**src/rtl/perf_pkg.sv**
```systemverilog
// Shared helpers for the performance counter bank.
package perf_pkg;

   // Channel-select width: clog2 of the channel count, never narrower than one bit.
   function automatic int sel_w(input int n);
      return (n <= 2) ? 1 : $clog2(n);
   endfunction

endpackage

```
**src/rtl/perf_counter_ch.sv**
```systemverilog
// One event counter channel: wrap or saturate on overflow, sticky overflow flag,
// clear-on-read that keeps the event arriving in the read cycle.
module perf_counter_ch #(
   parameter int CNT_W    = 8,
   parameter bit SATURATE = 1'b0
) (
   input  logic             clk,
   input  logic             reset,
   input  logic             inc,
   input  logic             clr_on_rd,
   output logic [CNT_W-1:0] count,
   output logic             ovf
);

   always_ff @(posedge clk) begin
      if (reset) begin
         count <= '0;
         ovf   <= 1'b0;
      end else if (clr_on_rd) begin
         // The snapshot took the old value; an event in this cycle starts the new window.
         count <= CNT_W'(inc);
         ovf   <= 1'b0;
      end else if (inc) begin
         if (&count) begin
            ovf <= 1'b1;
            if (!SATURATE) count <= '0;
         end else begin
            count <= count + CNT_W'(1);
         end
      end
   end

endmodule

```
**src/rtl/perf_counter_bank.sv**
```systemverilog
// Bank of NUM_CH event counters with a registered, clear-on-read software read port.
module perf_counter_bank
   import perf_pkg::*;
#(
   parameter int NUM_CH   = 4,
   parameter int CNT_W    = 8,
   parameter bit SATURATE = 1'b0,
   parameter int SEL_W    = sel_w(NUM_CH)
) (
   input  logic              clk,
   input  logic              reset,
   input  logic [NUM_CH-1:0] cpu_trig_i,
   input  logic              cnt_en_i,
   input  logic              sw_req_i,
   input  logic [SEL_W-1:0]  sw_sel_i,
   output logic              p_valid_o,
   output logic [CNT_W-1:0]  p_count_o,
   output logic              p_ovf_o,
   output logic              p_err_o
);

   typedef struct packed {
      logic             valid;
      logic [CNT_W-1:0] count;
      logic             ovf;
      logic             err;
   } perf_rd_rsp_t;

   logic [NUM_CH-1:0]            inc;
   logic [NUM_CH-1:0]            clr;
   logic [NUM_CH-1:0][CNT_W-1:0] cnt;
   logic [NUM_CH-1:0]            ovf;
   perf_rd_rsp_t                 rsp_d, rsp_q;

   assign inc = cpu_trig_i & {NUM_CH{cnt_en_i}};

   // A request that matches no channel leaves err set and count/ovf at zero.
   always_comb begin
      clr         = '0;
      rsp_d       = '0;
      rsp_d.valid = sw_req_i;
      rsp_d.err   = sw_req_i;
      for (int i = 0; i < NUM_CH; i++) begin
         if (sw_req_i && (sw_sel_i == SEL_W'(i))) begin
            clr[i]      = 1'b1;
            rsp_d.count = cnt[i];
            rsp_d.ovf   = ovf[i];
            rsp_d.err   = 1'b0;
         end
      end
   end

   for (genvar g = 0; g < NUM_CH; g++) begin : g_ch
      perf_counter_ch #(
         .CNT_W    (CNT_W),
         .SATURATE (SATURATE)
      ) u_ch (
         .clk       (clk),
         .reset     (reset),
         .inc       (inc[g]),
         .clr_on_rd (clr[g]),
         .count     (cnt[g]),
         .ovf       (ovf[g])
      );
   end

   always_ff @(posedge clk) begin
      if (reset) rsp_q <= '0;
      else       rsp_q <= rsp_d;
   end

   assign p_valid_o = rsp_q.valid;
   assign p_count_o = rsp_q.count;
   assign p_ovf_o   = rsp_q.ovf;
   assign p_err_o   = rsp_q.err;

endmodule

```
**config.mk**
```make
export PLATFORM = sky130hd
export DESIGN_NAME = perf_counter_bank
export DESIGN_NICKNAME = d
export VERILOG_FILES = /design/src/rtl/perf_pkg.sv /design/src/rtl/perf_counter_ch.sv /design/src/rtl/perf_counter_bank.sv
export SDC_FILE = /design/constraint.sdc
export NUM_CORES = 1
export LEC_CHECK = 0
export ABC_AREA = 1
export CAP_MARGIN = 20
export CORE_MARGIN = 3
export CORE_UTILIZATION = 52
export DETAILED_ROUTE_END_ITERATION = 8
export PLACE_DENSITY_LB_ADDON = 0.25
export SYNTH_ARGS = -nofsm -noshare
export SYNTH_HDL_FRONTEND = slang
export SYNTH_HIERARCHICAL = 1
export SYNTH_SLANG_ARGS = --single-unit
export TNS_END_PERCENT = 20
```
**constraint.sdc**
```tcl
create_clock -name clk -period 2.21 [get_ports clk]
set_input_delay 0.663 -clock clk [delete_from_list [all_inputs] [get_ports clk]]
set_output_delay 0.663 -clock clk [all_outputs]
set_load 0.05 [all_outputs]
```
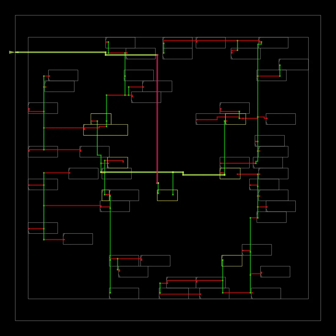
Fig. 1. Clock routing (run 1).
CTS sink cnt: 47
total CTS buffers: 5
Layout Skew: 0.00464 ns

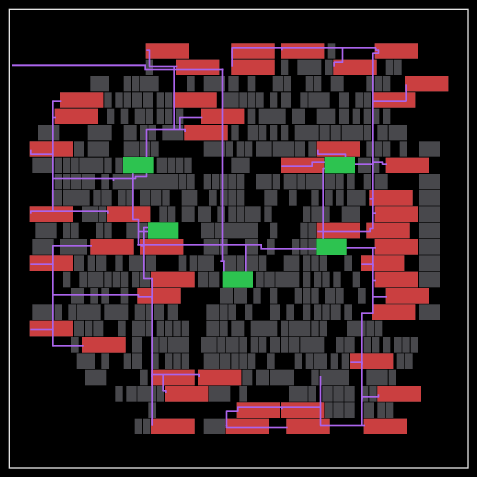
Fig. 2. Clock distribution (run 1).
Scale: 6 px per µm.
Key: purple = clock wires [length 538 µm]; green = clock drivers [count 5]; red = flip-flops [count 47]
Position of the flops: widely spread. There are 6 routed clock nets.
Late-Pin Clk Latency: 0.29 ns
P_clk: 0.642 mW
clock share of power: 38.1%

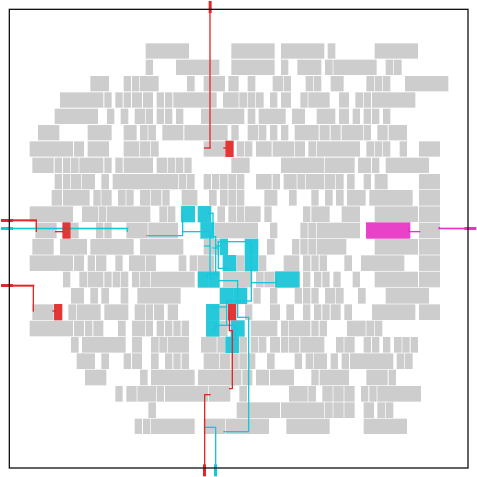
Fig. 3. Port wiring (run 1).
Scale: 6 px per µm.
Key: cyan = sw_sel_i [bits 2, direction input, edge 1 left, 1 bottom, end cells 16, buffers 3, wire 147 µm]; red = cpu_trig_i [bits 4, direction input, edge 2 left, 1 bottom, 1 top, end cells 4, buffers 4, wire 65.8 µm]; magenta = p_ovf_o [bits 1, direction output, edge right, end cells 1, buffers 1, wire 7.10 µm]
number of I/O port buffers: 20
io pins: 21

==> run 1: through the flow <==
stage	setup WS [ns]	utilization [%]	instances	hold WS [ns]
2_1_floorplan	0.706	-	377	0.427
6_report	0.114	66.0	476	0.463
3_3_place_gp	0.115	63.4	468	0.440
3_5_place_dp	0.0897	63.4	468	0.452
5_1_grt	0.0755	66.0	476	0.488
4_1_cts	0.0931	66.0	476	0.465
==> run 1: how the worst min path moves through the flow <==
| stage | slack [ns] | cells after the start | from | to |
|---|---|---|---|---|
| 3_3_place_gp | 0.44 | 2 | g_ch[2].u_ch/ovf | g_ch[2].u_ch/ovf |
| 3_5_place_dp | 0.45 | 2 | g_ch[1].u_ch/ovf | g_ch[1].u_ch/ovf |
| 4_1_cts | 0.46 | 2 | g_ch[1].u_ch/ovf | g_ch[1].u_ch/ovf |
| 5_1_grt | 0.49 | 2 | g_ch[0].u_ch/ovf | g_ch[0].u_ch/ovf |
| 2_1_floorplan | 0.43 | 2 | g_ch[1].u_ch/ovf | g_ch[1].u_ch/ovf |
| 6_report | 0.46 | 2 | g_ch[1].u_ch/ovf | g_ch[1].u_ch/ovf |
==> run 1: final cells by class <==
cell class / count / area, µm²
flip-flops and latches: 47 / 941
clock inverters: 2 / 35.0
repair buffers: 30 / 275
clock buffers: 6 / 82.6
fillers: 440 / 1550
multi-input cells: 281 / 1420
inverters: 45 / 171
well taps: 65 / 81.3
==> run 1: where the power goes <==
group / leakage [nW] / internal [mW] / switching (mW)
logic: 0.822 / 0.0656 / 0.109
clock network: 0.0612 / 0.366 / 0.276
registers: 0.380 / 0.858 / 0.0105
total: 1.26 / 1.29 / 0.396
==> run 1: registers in the layout, indices dropped and copies added, names as in the netlist <==
name,cells
g_ch.u_ch/ovf,4
p_count_o,8
p_err_o,1
p_valid_o,1
p_ovf_o,1
g_ch.u_ch/count,32
==> run 1: cell usage after synthesis <==
cell type	count
clkbuf_1	1
inv_2	2
o21bai_1	4
buf_4	3
nor2_2	1
xnor2_1	4
nor2_1	57
a21oi_1	20
nand2_2	13
nor2_8	1
nand4_1	9
conb_1	1
inv_4	1
inv_1	42
nand3_2	8
nand3_1	24
a21oi_2	9
o21ai_0	4
ha_1	4
nand2_1	111
nor2_4	9
dfxtp_1	47
nor3_1	2
==> run 1: cell families (layout without fill, tap and decap cells) <==
group           Yosys count  after routing  synth area share, %
other cells               1              1                0.146
xor+xnor                  4              4                 1.37
flops                    47             47                 36.7
buf+inv                  49             83                 7.71
simple gates            235            235                 43.2
fa+ha+maj                 4              4                 1.95
compound gates           37             37                 8.94
==> run 1: per-layer routing <==
metal | up-vias | share of wire (%)
met1 | 1046 | 49
li1 | 1245 | -
met3 | 2 | 3.9
met5 | - | 0
met2 | 38 | 47
met4 | 0 | 0.59
==> metrics.csv, run 1 <==
stage;metric;value;unit
run_status;status;completed;
setup_path;rrSetupSlack;0.96;ns
sta;slew_viol_final;0;
clocking;cts_tree;built;
route;drc;0;
sta;finalCritPeriodShare;94.8;%
power_and_ir_drop;vdd_drop_max;0.411;mV
clocking;path_clk_slew;0.08;ns
route;drt-initial-drc-count;147;
power_and_ir_drop;leakagePower;1.26;nW
yosys;post_synth.cell_area_avg;6.80;µm²
yosys;ys_cells;377;
final_layout;drive_gt1_share;15.1;%
setup_path;crit_end;p_count_o[1];
placed_design;dpl_cell_area;0.00289;mm²
yosys;ys_seq_share;36.7;%
yosys;syn_area;0.00256;mm²
clocking;holdBufCountCts;0;
placed_design;place.gp.congestion;0.861;
sta;setup_tns;0;ns
sta;setup_viol;0;
route;drt-pass1-iter-count;4;
sta;fmax;477;MHz
route;wl;5.24;mm
final_layout;layout_top_cell;nand2_1;
floorplanning;core;0.00456;mm²
setup_path;worstPathRequired;1.55;ns
floorplanning;die_y;76.2;µm
worst_hold_path;min_path_type;flip-flop to flip-flop;
yosys;syn-num-nets;391;
yosys;syn_inst;377;
power_and_ir_drop;powerDensity;560;mW/mm²
grt;gr-usage-met1;25.1;%
setup_path;arrival;1.43;ns
setup_path;reg2regPathDepth;6;
setup_path;critPathMaxFanout;1;
floorplanning;die-width;76.2;µm
final_layout;fin_nets;424;
grt;grt_max_degree;19;
setup_path;path_depth;1;
run;warnings;26;
yosys;numSynthFlops;47;
sta;period_minus_slack;2.10;ns
route;vias;2331;
setup_path;worstPathBufferInverterCount;1;
clocking;cts_buffer_depth;2;
sta;worstMarginPinSlew;0.513;ns
floorplanning;rows;24;
yosys;top_area_share;36.7;%
route;wl_per_cell;11.0;µm
final_layout;lay_top_cells;111 x nand2_1, 57 x nor2_1, 47 x dfxtp_1, 42 x inv_1, 24 x nand3_1;
final_layout;area_growth;17.5;%
setup_path;r2r_end;g_ch[1].u_ch/count[7];
grt;groute.usage.overall;18.9;%
power_and_ir_drop;power;1.69;mW
floorplanning;initial_core_util;56.1;%
setup_path;criticalPathCategory;flip-flop to output port;
sta;relSlewSlack;65.7;%
route;routed_via_density;4.90;
yosys;area_leaders;dfxtp_1 37%, nand2_1 16%, nor2_1 8.3%, inv_1 6.2%, nand3_1 4.7%;
==> run 1 -> run 2 <==
--- a/config.mk
+++ b/config.mk
@@ -6,6 +6,7 @@
 export NUM_CORES = 1
 export LEC_CHECK = 0
 export ABC_AREA = 1
+export ABC_CLOCK_PERIOD_IN_PS = 2210
 export CAP_MARGIN = 20
 export CORE_MARGIN = 3
 export CORE_UTILIZATION = 52
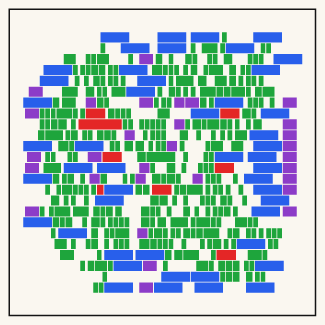
Fig. 4. Cells coloured by class (run 2).
Scale: 4 px per µm.
Key: green = combinational and other logic [cells 326, share of their area 54%]; red = clock drivers and dummy loads [cells 8, share of their area 4.0%]; purple = other buffers and delay cells [cells 30, share of their area 9.4%]; blue = flops [cells 47, share of their area 32%]
flop share of the area: 31.3%
end-of-flow core utilization: 66.0%
design area: 0.00301 mm²

==> run 2 against run 1 <==
  * Clock power about the same
  * Clock skew unchanged
  * Register-to-register slack hardly changed
  * Critical endpoint unchanged
  * Core utilization unchanged
==> metrics.csv, run 2 <==
stage;metric;value;unit;change
route;drt-initial-drc-count;147;;unchanged
setup_path;worstPathBufferInverterCount;1;;unchanged
floorplanning;rows;24;;unchanged
setup_path;r2r_end;g_ch[1].u_ch/count[7];;
grt;grt-ovfl-total;0;;
grt;groute.usage.overall;18.9;%;unchanged
sta;relSlewSlack;65.7;%;unchanged
setup_path;criticalPathCategory;flip-flop to output port;;
power_and_ir_drop;leakagePower;1.26;nW;unchanged
clocking;holdBufCountCts;0;;unchanged
yosys;adder_share;1.95;%;unchanged
setup_path;arrival;1.43;ns;about the same
yosys;post_synth.cell_area_avg;6.80;µm²;unchanged
clocking;cts_buffer_depth;2;;unchanged
yosys;synth-simple-area-share;43.2;%;unchanged
yosys;synthFlopType;dfxtp_1;;
sta;period_minus_slack;2.10;ns;unchanged
setup_path;worstPathRequired;1.55;ns;about the same
yosys;ys_sh_xor;1.37;%;unchanged
floorplanning;initial_core_util;56.1;%;unchanged
clocking;cts_tree;built;;
yosys;synth.distinct_cells;23;;
yosys;area_leaders;dfxtp_1 37%, nand2_1 16%, nor2_1 8.3%, inv_1 6.2%, nand3_1 4.7%;;
route;vias;2331;;unchanged
setup_path;rrSetupSlack;0.96;ns;about the same
yosys;syn-num-nets;391;;unchanged
setup_path;critPathMaxFanout;1;;unchanged
clocking;path_clk_slew;0.08;ns;about the same
run_status;status;completed;;
yosys;top_area_share;36.7;%;unchanged
floorplanning;die_y;76.2;µm;unchanged
sta;slew_viol_final;0;;unchanged
yosys;top_cell;nand2_1;;
route;wl;5.24;mm;unchanged
final_layout;area_growth;17.5;%;unchanged
floorplanning;core;0.00456;mm²;unchanged
placed_design;port_buffers;20;;unchanged
sta;setup_tns;0;ns;unchanged
setup_path;r2r-start;g_ch[1].u_ch/count[0];;
final_layout;drive_gt1_share;15.1;%;unchanged
route;wl_per_cell;11.0;µm;unchanged
clocking;clkSinkCount;47;;unchanged
route;drt-pass1-iter-count;4;;unchanged
yosys;synth-edff-count;0;;unchanged
final_layout;instances_no_fill;476;;unchanged
yosys;logic_family;simple AND/OR/NAND/NOR gates;;
grt;grt_max_degree;19;;unchanged
clocking;worstSkewPairLatency;0.29;ns;about the same
sta;worstMarginPinSlew;0.513;ns;unchanged
yosys;top_cells_by_count;111 x nand2_1, 57 x nor2_1, 47 x dfxtp_1;;
final_layout;layout_top_cell;nand2_1;;
sta;setup_viol;0;;unchanged
setup_path;reg2regPathDepth;6;;unchanged
final_layout;largest_reg_flops;32;;unchanged
route;routed_via_density;4.90;;unchanged
floorplanning;die-width;76.2;µm;unchanged
yosys;mux_share;0;%;unchanged
route;drc;0;;unchanged
power_and_ir_drop;powerDensity;560;mW/mm²;unchanged
sta;fin_skew;0.00464;ns;unchanged
worst_hold_path;min_path_type;flip-flop to flip-flop;;
yosys;async_reset_ff_share;0;%;unchanged
setup_path;crit_end;p_count_o[1];;
power_and_ir_drop;power;1.69;mW;unchanged
yosys;ys_sh_aoi;8.94;%;unchanged
yosys;syn_inst;377;;unchanged
sta;finalCritPeriodShare;94.8;%;unchanged
clocking;cts_buffers;5;;unchanged
final_layout;regMostFlops;g_ch.u_ch/count;;
floorplanning;ios;21;;unchanged
grt;gr-usage-met1;25.1;%;unchanged
sta;whs;0.463;ns;unchanged
final_layout;fin_nets;424;;unchanged
placed_design;place.gp.congestion;0.861;;unchanged
yosys;syn_area;0.00256;mm²;unchanged
yosys;ys_cells;377;;unchanged
yosys;ys_seq_share;36.7;%;unchanged
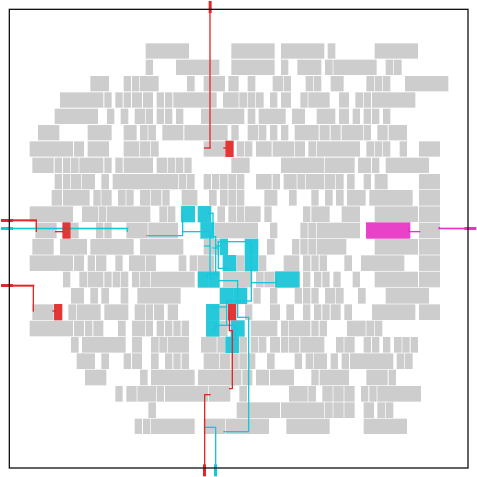
Fig. 5. Port wiring (run 2).
Scale: 6 px per µm.

## run 2: cell counts in the layout (fill, tap and decap cells not counted)
No cell type changed its count.
## run 2: cell type report
cell class,instances,area [µm²]
multi-input cells,281,1420
clock buffers,6,82.6
inverters,45,171
well taps,65,81.3
flip-flops and latches,47,941
fillers,440,1550
repair buffers,30,275
clock inverters,2,35.0
## run 2: worst register-to-register path: stages (launching register included)
cell     delay [ns]
dfxtp_1        0.42
ha_1           0.25
nand3_2        0.13
nor2_4         0.16
nand2_2        0.08
nand3_1        0.08
nor2_1         0.04
## run 2: power breakdown
part	total [mW]	internal [mW]	switching [mW]
Combinational	0.175	0.0656	0.109
Sequential	0.869	0.858	0.0105
Clock	0.642	0.366	0.276
Total	1.69	1.29	0.396
## run 2: logic make-up (layout without fill, tap and decap cells)
family | Yosys count | after routing
and+or+nand+nor | 235 | 235
buffers and inverters | 49 | 83
DFF | 47 | 47
AOI/OAI and AO/OA | 37 | 37
adders and majority gates | 4 | 4
xor gates and xnor gates | 4 | 4
other | 1 | 1
## run 2: how the worst min path moves through the flow
stage	startpoint	to	slack [ns]	depth (start not counted)
after global placement	g_ch[2].u_ch/ovf	g_ch[2].u_ch/ovf	0.44	2
after floorplan	g_ch[1].u_ch/ovf	g_ch[1].u_ch/ovf	0.43	2
after global routing	g_ch[0].u_ch/ovf	g_ch[0].u_ch/ovf	0.49	2
after CTS	g_ch[1].u_ch/ovf	g_ch[1].u_ch/ovf	0.46	2
after detailed placement	g_ch[1].u_ch/ovf	g_ch[1].u_ch/ovf	0.45	2
final	g_ch[1].u_ch/ovf	g_ch[1].u_ch/ovf	0.46	2
## run 2: metrics by stage
step	instance area, µm²	setup WS, ns
floorplan	2560	0.706
global placement	2890	0.115
detailed placement	2890	0.0897
CTS	3010	0.0931
global route	3010	0.0755
finish	3010	0.114
## run 2: routing by layer
metal / part of all wire [%] / vias to the layer above
met5: 0 / -
met4: 0.59 / 0
met3: 3.9 / 2
met2: 47 / 38
met1: 49 / 1046
li1: - / 1245
==> run 2 -> run 3 <==
==> constraint.sdc (replaced) <==
create_clock -name clk -period 2.21 [get_ports clk]
set_input_delay 0.663 -clock clk [delete_from_list [all_inputs] [get_ports clk]]
set_output_delay 0.663 -clock clk [all_outputs]
set_load 0.01 [all_outputs]
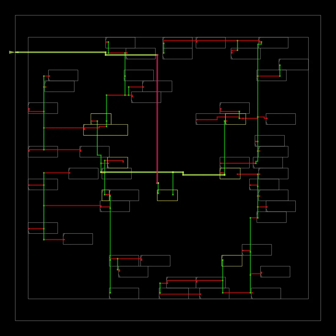
Fig. 6. Clock routing (run 3).
seq_cells: 47
CLK BUF: 6

==> run 3 against run 2 <==
  * Clock skew unchanged
  * Setup slack improved by 0.27 ns
  * Clock-buffer cell count stayed put
  * First-iteration DRC count did not move
  * Die area is the same
  * Via count is the same
  * Non-clock buffer count unchanged
  * Power decreased by 0.87%
  * Sequential power about the same
  * Combinational power is 9% lower
  * Final cell count did not move
  * Area after synthesis unchanged
  * Critical path type unchanged
  * Critical endpoint unchanged
  * Largest power group unchanged
  * Highest routed layer unchanged
==> metrics.csv, run 3 <==
stage;metric;value;unit;change
power_and_ir_drop;power_frac_clock;38.4;%;+0.3 points
worst_hold_path;min_to;g_ch[1].u_ch/ovf;;
power_and_ir_drop;combinationalPowerShare;9.6;%;-0.8 points
route;wl_per_cell;11.0;µm;unchanged
clocking;cts_tree;built;;
yosys;syn_area;0.00256;mm²;unchanged
floorplanning;core;0.00456;mm²;unchanged
yosys;top_cell;nand2_1;;
clocking;htree_levels;2;;
final_layout;fin_nets;424;;unchanged
setup_path;setup.worst_path.start;p_count_o[1];;
grt;grt_pass1_wl;9.05;mm;
setup_path;criticalPathCategory;flip-flop to output port;;
route;top_layer;met4;;
yosys;async_reset_ff_share;0;%;unchanged
clocking;cts_buffer_depth;2;;unchanged
route;vias;2331;;unchanged
yosys;post_synth.cell_area_avg;6.80;µm²;unchanged
yosys;numSynthFlops;47;;
setup_path;arrival;1.17;ns;-0.26 ns
yosys;syn-num-nets;391;;unchanged
route;ant_nets;0;;
yosys;yosys_warnings;6;;
run_status;status;completed;;
yosys;area_leaders;dfxtp_1 37%, nand2_1 16%, nor2_1 8.3%, inv_1 6.2%, nand3_1 4.7%;;
route;dr_wl_met2;2.45;mm;unchanged
sta;setup_tns;0;ns;unchanged
yosys;ys_cells;377;;unchanged
power_and_ir_drop;leakagePower;1.26;nW;unchanged
yosys;synth.distinct_cells;23;;unchanged
clocking;worstSkewPairLatency;0.29;ns;about the same
run;maxCapViolCount;0;;
sta;rsz0062_at_grt;false;;
floorplanning;die-width;76.2;µm;unchanged
final_layout;logic_area;0.00142;mm²;unchanged
setup_path;rrSetupSlack;0.96;ns;about the same
route;wl_met3;204;µm;unchanged
setup_path;path_cells;clkdlybuf4s50_1;;
power_and_ir_drop;powerDensity;555;mW/mm²;-0.87%
setup_path;cp-end-kind;output port;;
clocking;clkSinkCount;47;;unchanged
placed_design;dpl_cell_area;0.00289;mm²;unchanged
sta;setup_viol;0;;unchanged
route;wl_met1;2.56;mm;unchanged
setup_path;cp_slowest_cell;clkdlybuf4s50_1;;
worst_hold_path;whs_path_depth;2;;unchanged
setup_path;worstPathBufferInverterCount;1;;unchanged
route;routed_via_density;4.90;;unchanged
sta;fin_skew;0.00464;ns;unchanged
final_layout;flop_area;941;µm²;unchanged
final_layout;regMostFlops;g_ch.u_ch/count;;
yosys;syn_inst;377;;unchanged
yosys;synthFlopType;dfxtp_1;;
final_layout;final_area;0.00301;mm²;unchanged
route;drc;0;;unchanged
floorplanning;initial_core_util;56.1;%;unchanged
yosys;synth-edff-count;0;;unchanged
clocking;path_clk_slew;0.08;ns;about the same
floorplanning;ios;21;;unchanged
sta;postLayoutSetupSlackWorst;0.381;ns;+0.267 ns
grt;grt_max_degree;19;;unchanged
placed_design;dp_slack;0.0897;ns;unchanged
yosys;yosysTopAreaCell;dfxtp_1;;
final_layout;area_growth;17.5;%;unchanged
floorplanning;die-area;0.00581;mm²;
yosys;ys_seq_share;36.7;%;unchanged
grt;groute.usage.overall;18.9;%;unchanged
worst_hold_path;min_from;g_ch[1].u_ch/ovf;;
yosys;top_cells_by_count;111 x nand2_1, 57 x nor2_1, 47 x dfxtp_1;;
sta;finalCritPeriodShare;82.7;%;-12 points
setup_path;worstPathRequired;1.55;ns;about the same
power_and_ir_drop;netSwitchingPower;0.381;mW;-3.7%
setup_path;setup.worst_path.start_class;flip-flop;;
power_and_ir_drop;pwr-share-seq;52.0;%;+0.5 points
final_layout;drive_gt1_share;15.1;%;unchanged
final_layout;nFillCells;440;;unchanged
route;drt-pass1-iter-count;4;;unchanged
floorplanning;die_y;76.2;µm;unchanged
clocking;holdBufCountCts;0;;unchanged
setup_path;critPathMaxFanout;1;;unchanged
placed_design;place.gp.congestion;0.861;;unchanged
power_and_ir_drop;sw_frac_of_total;22.8;%;-0.67 points
setup_path;reg2regPathDepth;6;;unchanged
setup_path;r2r_end;g_ch[1].u_ch/count[7];;
placed_design;hpwl;4.07;mm;
clocking;cts_buffers;5;;unchanged
setup_path;r2r-start;g_ch[1].u_ch/count[0];;
grt;grt-ovfl-total;0;;unchanged
sta;period_minus_slack;1.83;ns;-0.267 ns
sta;slew_viol_final;0;;unchanged
grt;grt_pass1_vias;2041;;
placed_design;port_buffers;20;;unchanged
floorplanning;rows;24;;unchanged
route;drt-initial-drc-count;147;;unchanged
worst_hold_path;min_path_type;flip-flop to flip-flop;;
final_layout;largest_reg_flops;32;;unchanged
yosys;top_area_share;36.7;%;unchanged
power_and_ir_drop;power;1.67;mW;-0.87%
sta;whs;0.463;ns;unchanged
yosys;yosysChipArea;0.00256;mm²;
final_layout;insertedDiodeCount;0;;
power_and_ir_drop;p_int;1.29;mW;about the same
power_and_ir_drop;vdd_drop_max;0.410;mV;
run;warnings;26;;
final_layout;layout_top_cell;nand2_1;;
setup_path;slowest_delay;0.55;ns;
route;wl;5.24;mm;unchanged
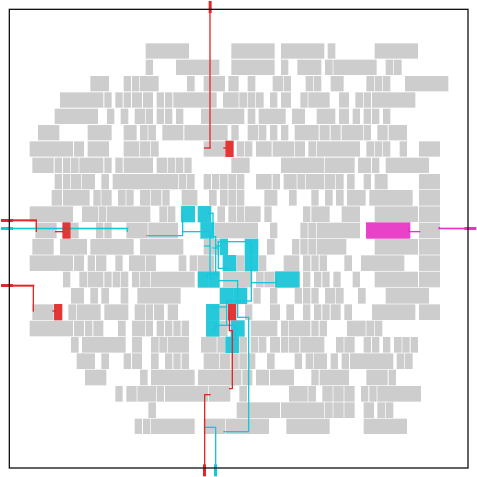
Fig. 7. Port wiring (run 3).
Scale: 6 px per µm.

run 3: cell counts after synthesis:
Identical to the previous run, type by type.
run 3: area by class of cell:
type | count | area share, %
Clock inverter | 2 | 1.16
Clock buffer | 6 | 2.74
Inverter | 45 | 5.69
Sequential cell | 47 | 31.3
Timing Repair Buffer | 30 | 9.14
Tap cell | 65 | 2.70
Multi-Input combinational cell | 281 | 47.3
run 3: layer usage:
layer,global-route usage [%],up-vias
li1,-,1245
met1,25.1,1046
met2,30.7,38
met3,5.20,2
met4,4.35,0
met5,0,-
run 3: how the worst max path moves through the flow:
stage                                        to  cells after the start
after floorplan           g_ch[1].u_ch/count[2]                      6
after global routing      g_ch[1].u_ch/count[2]                      6
after CTS                          p_count_o[2]                      1
after global placement    g_ch[3].u_ch/count[5]                      8
after detailed placement  g_ch[1].u_ch/count[2]                      6
final                              p_count_o[1]                      1
run 3: cells by family after synthesis:
family	after synthesis	synth area share, %
flops	47	36.7
compound gates	37	8.94
xor+xnor	4	1.37
simple gates	235	43.2
fa+ha+maj	4	1.95
other cells	1	0.146
buf+inv	49	7.71
run 3: per-stage QoR:
step / cells / util [%]
after global routing: 476 / 66.0
after global placement: 468 / 63.4
after CTS: 476 / 66.0
final: 476 / 66.0
after detailed placement: 468 / 63.4
after floorplan: 377 / -
run 3: power by group through the flow:
stage / combinational, mW / clock (mW) / sequential, mW
global route: 0.178 / 0.701 / 0.871
detailed placement: 0.159 / 0 / 0.889
global placement: 0.156 / 0 / 0.889
CTS: 0.159 / 0.660 / 0.869
finish: 0.160 / 0.642 / 0.869
floorplan: 0.0973 / 0 / 0.889
Power is estimated from default activity; no workload was simulated.
